[src/rtl/branch_rs.sv]
// In-order reservation station for the branch unit: circular buffer of
// dispatched micro-ops, writeback-bus operand wakeup, oldest-first issue.
module branch_rs #(
  parameter int DEPTH    = 4,
  parameter int DATA_LEN = 32,
  parameter int ADDR_LEN = 32,
  parameter int TAG_LEN  = 6,
  parameter int OP_LEN   = 4
) (
  input  logic                     clk_i,
  input  logic                     reset_i,
  input  logic                     kill_i,
  input  logic                     dp_valid_i,
  output logic                     dp_ready_o,
  input  logic [OP_LEN-1:0]        dp_alu_op_i,
  input  logic [ADDR_LEN-1:0]      dp_pc_i,
  input  logic [DATA_LEN-1:0]      dp_imm_i,
  input  logic                     dp_opcode_i,
  input  logic [DATA_LEN-1:0]      dp_src1_i,
  input  logic [DATA_LEN-1:0]      dp_src2_i,
  input  logic                     dp_valid1_i,
  input  logic                     dp_valid2_i,
  input  logic [TAG_LEN-1:0]       dp_rrftag_i,
  input  logic                     dp_dst_en_i,
  input  logic                     wb0_valid_i,
  input  logic                     wb1_valid_i,
  input  logic [TAG_LEN-1:0]       wb0_tag_i,
  input  logic [TAG_LEN-1:0]       wb1_tag_i,
  input  logic [DATA_LEN-1:0]      wb0_data_i,
  input  logic [DATA_LEN-1:0]      wb1_data_i,
  input  logic                     ex_stall_i,
  output logic                     issue_o,
  output logic [OP_LEN-1:0]        alu_op_o,
  output logic [DATA_LEN-1:0]      src1_o,
  output logic [DATA_LEN-1:0]      src2_o,
  output logic [ADDR_LEN-1:0]      pc_o,
  output logic [DATA_LEN-1:0]      imm_o,
  output logic                     opcode_o,
  output logic [TAG_LEN-1:0]       rrftag_o,
  output logic                     if_write_rrf_o,
  output logic [$clog2(DEPTH):0]   count_o
);
  localparam int PW = $clog2(DEPTH);
  localparam int CW = PW + 1;

  typedef struct packed {
    logic [OP_LEN-1:0]   alu_op;
    logic [ADDR_LEN-1:0] pc;
    logic [DATA_LEN-1:0] imm;
    logic                opcode;
    logic [DATA_LEN-1:0] src1;
    logic [DATA_LEN-1:0] src2;
    logic [TAG_LEN-1:0]  rrftag;
    logic                dst_en;
  } out_t;

  typedef struct packed {
    out_t f;
    logic v1;
    logic v2;
  } ent_t;

  ent_t             ent_q [DEPTH];
  ent_t             ent_d [DEPTH];
  ent_t             nw;
  ent_t             hd;
  logic [DEPTH-1:0] busy_q, busy_d;
  logic [PW-1:0]    head_q, head_d, tail_q, tail_d;
  logic [CW-1:0]    count_q, count_d;
  out_t             iss_q, iss_d;
  logic             issue_q, issue_d;
  logic             dp_we, iss_go;

  // Pending operands carry their tag in the low bits; wb0 has priority.
  function automatic logic [DATA_LEN:0] snoop(input logic vld, input logic [DATA_LEN-1:0] val);
    snoop = {vld, val};
    if (!vld) begin
      if (wb0_valid_i && wb0_tag_i == val[TAG_LEN-1:0])      snoop = {1'b1, wb0_data_i};
      else if (wb1_valid_i && wb1_tag_i == val[TAG_LEN-1:0]) snoop = {1'b1, wb1_data_i};
    end
  endfunction

  assign dp_ready_o = (count_q < CW'(DEPTH));
  assign dp_we      = dp_valid_i & dp_ready_o & ~kill_i;
  assign hd         = ent_q[head_q];
  assign iss_go     = busy_q[head_q] & hd.v1 & hd.v2 & ~ex_stall_i & ~kill_i;

  always_comb begin
    nw          = '0;
    nw.f.alu_op = dp_alu_op_i;
    nw.f.pc     = dp_pc_i;
    nw.f.imm    = dp_imm_i;
    nw.f.opcode = dp_opcode_i;
    nw.f.rrftag = dp_rrftag_i;
    nw.f.dst_en = dp_dst_en_i;
    {nw.v1, nw.f.src1} = snoop(dp_valid1_i, dp_src1_i);
    {nw.v2, nw.f.src2} = snoop(dp_valid2_i, dp_src2_i);
  end

  always_comb begin
    ent_d   = ent_q;
    busy_d  = busy_q;
    head_d  = head_q;
    tail_d  = tail_q;
    iss_d   = iss_q;
    issue_d = 1'b0;
    for (int i = 0; i < DEPTH; i++) begin
      if (busy_q[i]) begin
        {ent_d[i].v1, ent_d[i].f.src1} = snoop(ent_q[i].v1, ent_q[i].f.src1);
        {ent_d[i].v2, ent_d[i].f.src2} = snoop(ent_q[i].v2, ent_q[i].f.src2);
      end
    end
    // The tail slot is never occupied while dispatch is allowed, so this cannot clash with wakeup.
    if (dp_we) begin
      ent_d[tail_q]  = nw;
      busy_d[tail_q] = 1'b1;
      tail_d         = tail_q + PW'(1);
    end
    if (iss_go) begin
      iss_d          = hd.f;
      busy_d[head_q] = 1'b0;
      head_d         = head_q + PW'(1);
      issue_d        = 1'b1;
    end
    count_d = count_q + CW'(dp_we) - CW'(iss_go);
    if (kill_i) begin
      busy_d  = '0;
      head_d  = '0;
      tail_d  = '0;
      count_d = '0;
    end
  end

  always_ff @(posedge clk_i) begin
    if (reset_i) begin
      busy_q  <= '0;
      head_q  <= '0;
      tail_q  <= '0;
      count_q <= '0;
      iss_q   <= '0;
      issue_q <= 1'b0;
    end else begin
      busy_q  <= busy_d;
      head_q  <= head_d;
      tail_q  <= tail_d;
      count_q <= count_d;
      iss_q   <= iss_d;
      issue_q <= issue_d;
    end
  end

  // Entry payload needs no reset; occupancy is tracked by busy_q.
  always_ff @(posedge clk_i) begin
    for (int i = 0; i < DEPTH; i++) ent_q[i] <= ent_d[i];
  end

  assign issue_o        = issue_q;
  assign alu_op_o       = iss_q.alu_op;
  assign src1_o         = iss_q.src1;
  assign src2_o         = iss_q.src2;
  assign pc_o           = iss_q.pc;
  assign imm_o          = iss_q.imm;
  assign opcode_o       = iss_q.opcode;
  assign rrftag_o       = iss_q.rrftag;
  assign if_write_rrf_o = iss_q.dst_en;
  assign count_o        = count_q;
endmodule
[config.mk]
export PLATFORM = sky130hd
export DESIGN_NAME = branch_rs
export DESIGN_NICKNAME = d
export VERILOG_FILES = /design/src/rtl/branch_rs.sv
export SDC_FILE = /design/constraint.sdc
export NUM_CORES = 1
export LEC_CHECK = 0
export CAP_MARGIN = 10
export CORE_UTILIZATION = 50
export DETAILED_ROUTE_END_ITERATION = 10
export HOLD_SLACK_MARGIN = 0.15
export PLACE_DENSITY = 0.71
export SLEW_MARGIN = 5
export SYNTH_ARGS = -nofsm -noshare
export SYNTH_HDL_FRONTEND = slang
export SYNTH_SLANG_ARGS = --single-unit
[constraint.sdc]
create_clock -name clk_i -period 4.32 [get_ports clk_i]
set_clock_uncertainty 0.2 [all_clocks]
set_input_delay 0.864 -clock clk_i [delete_from_list [all_inputs] [get_ports clk_i]]
set_output_delay 0.864 -clock clk_i [all_outputs]
set_load 0.05 [all_outputs]
Fig. 1: the clock network
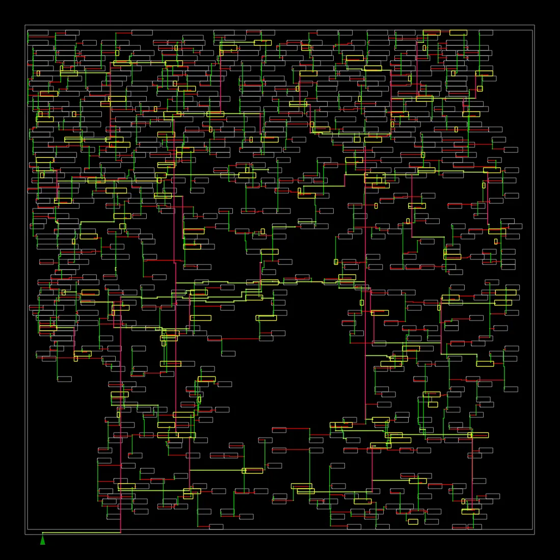
sequential cell count of the final layout: 720
layout clock buffer count: 100
clk pwr: 7020 uW

Fig. 2: placed cells, one color a class
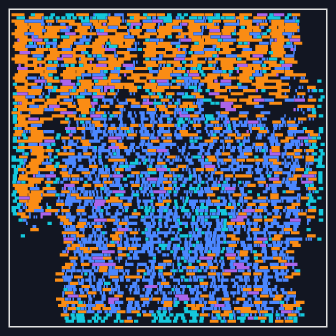
Key: orange = registers [cells 720, share of their area 41%]; blue = remaining logic cells [cells 2,452, share of their area 41%]; cyan = remaining buffers and delay cells [cells 526, share of their area 12%]; purple = clock drivers and dummy loads [cells 147, share of their area 6.3%]
placement row count: 98
Core Region: 71,850 um2

==> reports/qor.json <==
{
  "timing.critical_path.depth": 8,
  "antenna_violations_before_repair": 16,
  "final.signal_inverter_count": 46,
  "log.warning_count": 36,
  "cells_yosys": 3552,
  "synth_nets": 3788,
  "layout.cells.most_common_list": "nand2_1 (572), dfxtp_1 (414), clkdlybuf4s50_1 (368)",
  "synth-edff-count": 304,
  "setup_fix_bufs_post_cts": 0,
  "flop_share_of_the_area_pct": 39.72,
  "crit_buf_inv": 3,
  "synthDominantCellAreaShare_pct": 25.04,
  "post-place-cells": 4648,
  "run_status": "finished clean",
  "multiInputCombCellCount": 2406,
  "power_uw": 17250,
  "timing.setup.tns_ns": 0,
  "crit_top_cell": "buf_4",
  "number_of_flip_flops_under_the_largest_register_name": 568,
  "worst-r2r-cell-count": 13,
  "area_growth_syn_to_layout_pct": 20.60,
  "tritoncts.num_buffers": 79,
  "end_kind": "register",
  "power.leakage_uw": 0.01501,
  "ctsResizeCount": 0,
  "htree_num_levels": 3,
  "die_area_um2": 74000,
  "drtPass1Iterations": 7,
  "synthTopLogicFamily": "AND-OR/OR-AND gates",
  "critPathLaunch": "wb1_tag_i[1]",
  "timing.critical_path.to": "ent_q[159]$_DFF_P_",
  "worstHoldEndpoint": "src1_o[0]$_SDFFE_PP0N_",
  "setup_slack_ns": 0.7984,
  "fp_core_util_pct": 50.74,
  "place_hpwl_mm": 87.22,
  "postCtsHoldBufs": 0,
  "synth.ff_latch_count": 720,
  "hold_violations": 0
}
Fig. 3: met4 routing
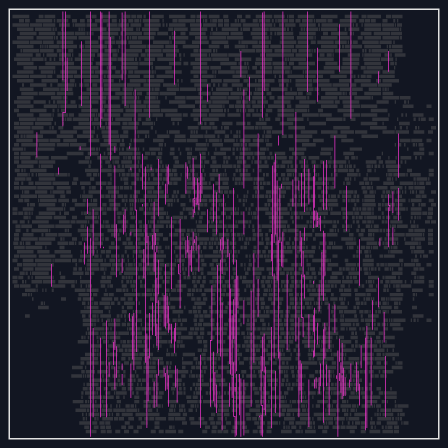
171 nets have wire on it. The longest straight run is 146 um. The layer carries 7,530 um of wire. The wires run mostly vertical.
wirelength, routed: 138.2 mm
via total after detailed routing: 32,590

Fig. 4: routed metal per tile
27 x 27 tiles, from dark blue (low) to red (high), scaled to the fullest tile. Values are wire area over tile area, all layers added.
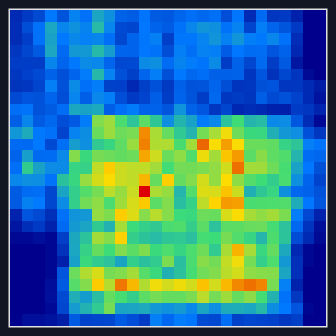
29% of the tiles are over half the peak. The emptiest ninth of the die: north-east. The fullest tile reaches 0.99. The densest ninth of the die: center.
GRT Overall Usage: 36.56%
average wire per cell in the routed design: 28.77 um

Power figures rest on the tool's default switching activity, not on a simulated workload.
